## src/rtl/lever_ctrl.sv

```systemverilog
// Lever sprite controller: clears the sprite RAM after reset, forwards processor pixel writes,
// and runs the pull -> timed down pose state machine. Optional macro LEVER_AUTO_EN enables ctrl[1].
module lever_ctrl #(
  parameter int ADDR        = 10,
  parameter int HOLD_FRAMES = 30
) (
  input  logic            clk,
  input  logic            reset,
  input  logic [10:0]     x,
  input  logic [10:0]     y,
  input  logic            pull,
  input  logic            cfg_auto,
  input  logic            wr_valid,
  output logic            wr_ready,
  input  logic [ADDR-1:0] wr_addr,
  input  logic            wr_data,
  output logic            we,
  output logic [ADDR-1:0] addr_w,
  output logic            pixel_in,
  output logic [1:0]      ctrl,
  output logic            lever_down,
  output logic            lever_evt,
  output logic [1:0]      state_dbg
);

  typedef enum logic [1:0] {
    S_INIT = 2'd0,
    S_UP   = 2'd1,
    S_DOWN = 2'd2
  } state_t;

  localparam logic [ADDR-1:0] CLR_LAST  = '1;
  localparam logic [9:0]      HOLD_LOAD = 10'(HOLD_FRAMES);

  state_t          state, state_nx;
  logic [ADDR-1:0] clr_cnt, clr_cnt_nx;
  logic [9:0]      hold_cnt, hold_cnt_nx;
  logic [10:0]     x_d1;
  logic            pull_s1, pull_s2, pull_prev;
  logic            we_nx, pixel_in_nx, evt_nx, wr_ready_nx;
  logic [ADDR-1:0] addr_w_nx;
  logic            frame_tick, pull_rise;

  assign frame_tick = (x_d1 == 11'd0) && (x == 11'd1) && (y == 11'd0);
  assign pull_rise  = pull_s2 & ~pull_prev;

  always_ff @(posedge clk or posedge reset) begin
    if (reset) begin
      state     <= S_INIT;
      clr_cnt   <= '0;
      hold_cnt  <= '0;
      x_d1      <= '0;
      pull_s1   <= 1'b0;
      pull_s2   <= 1'b0;
      pull_prev <= 1'b0;
      we        <= 1'b0;
      addr_w    <= '0;
      pixel_in  <= 1'b0;
      wr_ready  <= 1'b0;
      lever_evt <= 1'b0;
    end else begin
      state     <= state_nx;
      clr_cnt   <= clr_cnt_nx;
      hold_cnt  <= hold_cnt_nx;
      x_d1      <= x;
      pull_s1   <= pull;
      pull_s2   <= pull_s1;
      pull_prev <= pull_s2;
      we        <= we_nx;
      addr_w    <= addr_w_nx;
      pixel_in  <= pixel_in_nx;
      wr_ready  <= wr_ready_nx;
      lever_evt <= evt_nx;
    end
  end

  // Handshake: a write transfers on any edge where wr_valid && wr_ready are both high; the
  // requester holds wr_addr/wr_data stable while wr_valid is high and not yet accepted.
  always_comb begin
    state_nx    = state;
    clr_cnt_nx  = clr_cnt;
    hold_cnt_nx = hold_cnt;
    we_nx       = 1'b0;
    addr_w_nx   = addr_w;
    pixel_in_nx = pixel_in;
    evt_nx      = 1'b0;
    wr_ready_nx = (state != S_INIT);
    case (state)
      S_INIT: begin
        we_nx       = 1'b1;
        addr_w_nx   = clr_cnt;
        pixel_in_nx = 1'b0;
        clr_cnt_nx  = clr_cnt + 1'b1;
        if (clr_cnt == CLR_LAST) state_nx = S_UP;
      end
      S_UP: begin
        if (pull_rise) begin
          state_nx    = S_DOWN;
          hold_cnt_nx = HOLD_LOAD;
        end
      end
      S_DOWN: begin
        // Further pull rises are deliberately dropped here: no reload, no queuing.
        if (frame_tick) begin
          hold_cnt_nx = hold_cnt - 1'b1;
          if (hold_cnt == 10'd1) begin
            state_nx = S_UP;
            evt_nx   = 1'b1;
          end
        end
      end
      default: state_nx = S_INIT;
    endcase
    if (state != S_INIT && wr_valid && wr_ready) begin
      we_nx       = 1'b1;
      addr_w_nx   = wr_addr;
      pixel_in_nx = wr_data;
    end
  end

  assign lever_down = (state == S_DOWN);
  assign ctrl[0]    = (state == S_DOWN);
  assign state_dbg  = state;

`ifdef LEVER_AUTO_EN
  assign ctrl[1] = (state == S_UP) & cfg_auto;
`else
  logic unused_cfg_auto;
  assign unused_cfg_auto = cfg_auto;
  assign ctrl[1]         = 1'b0;
`endif

endmodule

```

## config.mk

```make
export PLATFORM = sky130hd
export DESIGN_NAME = lever_ctrl
export DESIGN_NICKNAME = d
export VERILOG_FILES = /design/src/rtl/lever_ctrl.sv
export SDC_FILE = /design/constraint.sdc
export NUM_CORES = 1
export LEC_CHECK = 0
export CAP_MARGIN = 25
export CORE_MARGIN = 5
export CORE_UTILIZATION = 51
export DETAILED_ROUTE_END_ITERATION = 12
export PLACE_DENSITY = 0.83
export SLEW_MARGIN = 40
export SYNTH_ARGS = -nofsm -noshare
export SYNTH_HDL_FRONTEND = slang
export SYNTH_SLANG_ARGS = --single-unit
```

## constraint.sdc

```tcl
create_clock -name clk -period 5.1 [get_ports clk]
set_input_delay 1.02 -clock clk [delete_from_list [all_inputs] [get_ports clk]]
set_output_delay 1.02 -clock clk [all_outputs]
set_load 0.02 [all_outputs]
```

run_1/m1.png
Drawn at 6 px/um.
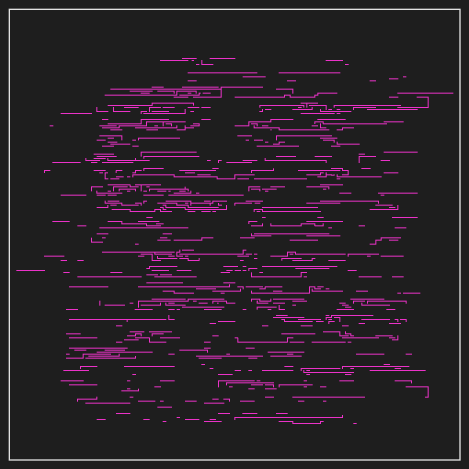
The longest straight run is 18.4 um. The layer carries 1710 um of wire. The layer holds 40% of the routed length.

run_1/sizing.png
Drawn at 4 px/um.
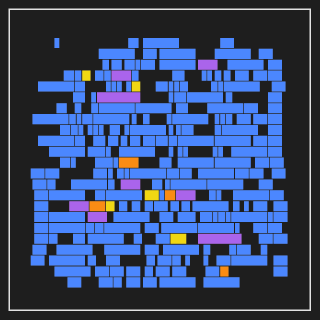
Yellow shows x2, cells 5, share 2.0%, most used or2_2. Orange shows x3 and x4, cells 4, share 1.6%. Purple shows x6 and larger, cells 8, share 3.2%, most used clkbuf_8. Blue shows x1 and smaller, cells 234, share 93%, most used clkdlybuf4s50_1.

run_1/class_map.png
Drawn at 4 px/um.
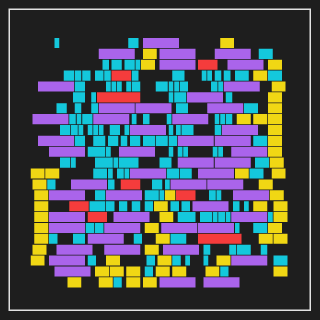
Cyan shows remaining logic cells, cells 138, share of their area 31%. Red shows clock drivers and dummy loads, cells 8, share of their area 5.1%. Purple shows registers, cells 50, share of their area 45%. Yellow shows remaining buffers and delay cells, cells 55, share of their area 20%.

run_1/congestion_map.png
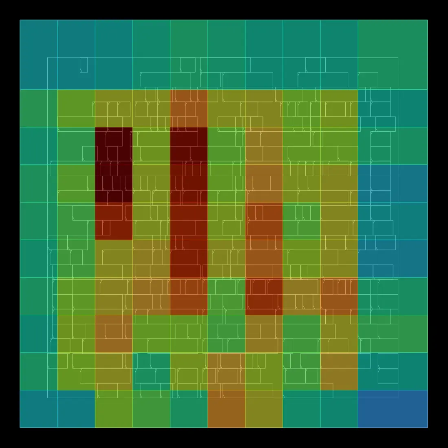
Core Util, Final: 71.0%
GRT busiest layer: met2
met3 Use GR: 4.81%
met1 global-route usage: 19.2%

==> impl_metrics.ini, run 1 <==
; synthesis and place-and-route metrics
[grt]
grt_max_degree = 51
antenna_found_initial = 0
gr-total-overflow = 0
grt_use_total_pct = 16.9

[power_and_ir_drop]
power_clock_w = 0.000336
switching_share_pct = 18.3
clkPwrFrac_pct = 43.1
p_total_w = 0.000778
internal-power_w = 0.000636
share_comb_of_total_power_pct = 5.1
pwr_density_cell_nw_per_um2 = 272

[route]
drt_iter0_markers = 96
wl_met2_um = 2140
wl_met1_um = 1710
wl_um = 4290
via_count = 1615
route.met3.wl_um = 366

[clocking]
cts_made_buffers = 5
htreeDepth = 2
cts_buffer_depth = 2

[setup_path]
r2r_cells = 5
slowest_delay_ns = 0.64
crit_fanout = 12

[synthesis]
ys_sh_adder_pct = 1.75
synth-seq-cells = 50
netlist_area_um2 = 2150
avgSynthCellArea_um2 = 11.0
largest_area_cell = dfrtp_1
ys_seq_share_pct = 58.3
logic_family = simple AND/OR/NAND/NOR gates
edf_count = 0
ys.flop_type = dfrtp_1
synthTopCellsByCount = dfrtp_1, nand2_1, o21ai_0, nor2_1, mux2i_1
yosys.area_share.xor_xnor_pct = 3.67
syn_inst = 195
yosys_warnings = 0

[status]
outcome = complete, no violations

[place]
placed_cell_area_um2 = 2720

[finish]
final_common_cell = clkdlybuf4s50_1
fillCellCount = 289
antenna_cells = 0

[flow_run]
warnings = 28
maxCapViolCount = 0

[floorplanning]
fp.coreArea_um2 = 4030
num_rows = 23
chipArea_um2 = 5610

[final_timing]
worst_slack_ns = 2.29
## run 1: area by class of cell
| class | count | area [um^2] | share of cell area (%) |
|---|---|---|---|
| sequential | 50 | 1250 | 43.7 |
| multi-input combinational | 132 | 831 | 29.0 |
| timing repair buffer | 55 | 548 | 19.2 |
| clock buffer | 6 | 82.6 | 2.89 |
| tap | 50 | 62.6 | 2.19 |
| clock inverter | 2 | 60.1 | 2.10 |
| inverter | 6 | 25.0 | 0.875 |
## run 1: worst max-delay path: cells and delay by family
family	cells	cell delay [ns]
buf+inv	1	0.41
compound gates	1	0.27
simple gates	4	1.31
## run 1: metrics by stage
step	hold slack, ns	instances
floorplan	0.331	195
global placement	0.333	293
detailed placement	0.339	293
CTS	0.358	301
global route	0.361	301
finish	0.355	301
==> inputs of run 2 (changes only) <==
- CORE_UTILIZATION: 51 -> 48
- PLACE_DENSITY: 0.83 -> 0.79
- clock period: 5.1 -> 2.7 ns (I/O delays scaled with it)
run_2/m1.png
Drawn at 6 px/um.
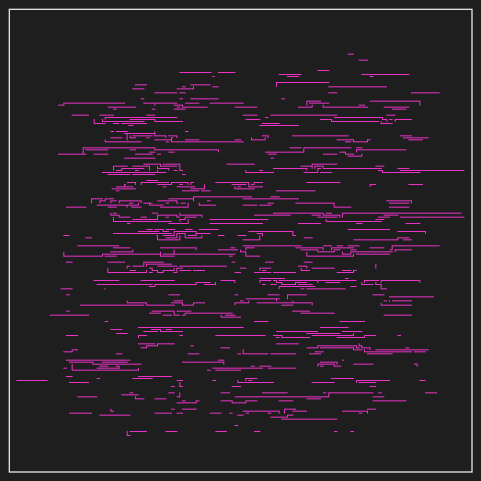
The wires run mostly horizontal. The layer holds 44% of the routed length. 242 nets have wire on it.

==> run 2 against run 1 <==
  * Non-clock buffer count up 1
  * Wire length down 7.3%
  * Synthesized area stayed put
  * Count of clock-buffer cells in the layout fell by 1
  * First-iteration DRC count grew 7.3%
  * Via count fell by 1.1%
  * Final cell count grew 1.0%
  * Synthesized cell count stayed put
  * Largest cell class unchanged
==> impl_metrics.ini, run 2 <==
; synthesis and place-and-route metrics
[synthesis]
logic_family = simple AND/OR/NAND/NOR gates
edf_count = 0
largest_area_cell = dfrtp_1
synthTopCellsByCount = dfrtp_1, nand2_1, o21ai_0, nor2_1, mux2i_1
avgSynthCellArea_um2 = 11.0
yosys.area_share.xor_xnor_pct = 3.67
synth-seq-cells = 50
ys_seq_share_pct = 58.3
ys.flop_type = dfrtp_1

[grt]
busiest_layer = met2
met1_usage_pct = 16.7
grt_max_degree = 28

[finish]
clock_area_share_pct = 3.19
n_all_buffers = 56
antenna_cells = 0
buf_share_pct = 20.1
comb_share_pct = 29.4
seq_area_share_pct = 44.2
numSequentialCells = 50
fillCellCount = 356

[route]
wl_um = 3980
via_count = 1597
route.met3.wl_um = 308

[clocking]
cts_made_buffers = 5
cts_buffer_depth = 2

[status]
outcome = complete, no violations

[power_and_ir_drop]
switching_share_pct = 21.8
pwr_density_cell_nw_per_um2 = 448
power_clock_w = 0.000430
share_comb_of_total_power_pct = 6.1
clkPwrFrac_pct = 33.9

[floorplanning]
num_rows = 24
chipArea_um2 = 5910

[setup_path]
r2r_cells = 5

[flow_run]
warnings = 28
run 2: cell counts after synthesis:
Identical to the previous run, type by type.
run 2: through the flow:
step	setup WS, ns	instances	hold slack (ns)	power (W)	util, %
floorplan	0.706	195	0.331	0.000793	-
global placement	0.0945	296	0.333	0.000854	62.9
detailed placement	0.0382	296	0.344	0.000855	62.9
CTS	0.384	304	0.366	0.00129	64.9
global route	0.292	304	0.369	0.00132	64.9
finish	0.388	304	0.363	0.00127	64.9
run 2: critical path, stage by stage:
cell and delay, ns:
clkdlybuf4s50_1 0.42, nor4_1 0.29, nand4_1 0.18, or4_4 0.64, o41ai_1 0.30, o31ai_1 0.12
==> inputs of run 3 (changes only) <==
- CTS_CLUSTER_SIZE: default -> 20
run_3/m1.png
Drawn at 6 px/um.
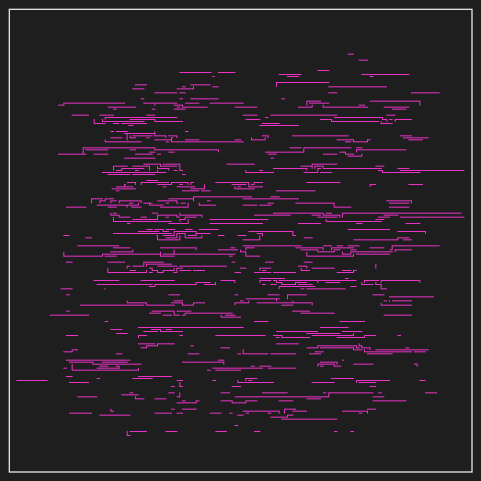
The layer carries 1740 um of wire. 242 nets have wire on it. The wires run mostly horizontal. The layer holds 44% of the routed length.

==> run 3 against run 2 <==
  * Fmax is the same
  * Synthesized area unchanged
  * Worst setup slack is the same
  * Wire length stayed put
  * Clock power about the same
  * Sequential power hardly changed
  * Utilization unchanged
  * Sequential share of layout area stayed put
  * Critical endpoint unchanged
  * Largest power group unchanged
  * Highest routed layer unchanged
==> impl_metrics.ini, run 3 <==
; synthesis and place-and-route metrics
[setup_path]
r2r_cells = 5
cp_slowest_cell = or4_4
crit_fanout = 12

[power_and_ir_drop]
clkPwrFrac_pct = 33.9
power_clock_w = 0.000430
internal-power_w = 0.000992
pwr_density_cell_nw_per_um2 = 448

[synthesis]
synth-seq-cells = 50
synthTopCellsByCount = dfrtp_1, nand2_1, o21ai_0, nor2_1, mux2i_1
yosys_warnings = 0
avgSynthCellArea_um2 = 11.0
ys_seq_share_pct = 58.3

[clocking]
cts_made_buffers = 5
cts_buffer_depth = 2

[finish]
final-instance-count-excl-fill = 304
logic_area_um2 = 831
final_common_cell = clkdlybuf4s50_1
flop_area_um2 = 1250
fillCellCount = 356
seq_area_share_pct = 44.2
buf_share_pct = 20.1
comb_share_pct = 29.4
inverters = 6
antenna_cells = 0

[grt]
gr-total-overflow = 0

[status]
outcome = complete, no violations

[flow_run]
warnings = 28
maxCapViolCount = 0
run 3: logic make-up after synthesis:
group                      after synthesis  share of synthesized area, %
DFF                                     50                          58.3
buffers and inverters                   13                          3.03
other                                    1                         0.175
AOI/OAI and AO/OA                       35                          9.97
xor gates and xnor gates                 9                          3.67
and+or+nand+nor                         72                          17.5
adders and majority gates                3                          1.75
muxes                                   12                          5.65
run 3: metal layers:
layer | GRT usage [%] | wire, um | vias up
met1 | 16.7 | 1740 | 763
met3 | 5.15 | 308 | 6
met4 | 3.67 | 43 | 0
met5 | 0 | 0 | -
li1 | - | - | 789
met2 | 23.9 | 1890 | 39
run 3: worst reg2reg max path, delay by kind of cell (launching register included):
family | cells | cell delay, ns
DFF | 1 | 0.38
AOI/OAI and AO/OA | 2 | 0.42
and+or+nand+nor | 3 | 1.11
Power is estimated from default activity; no workload was simulated.
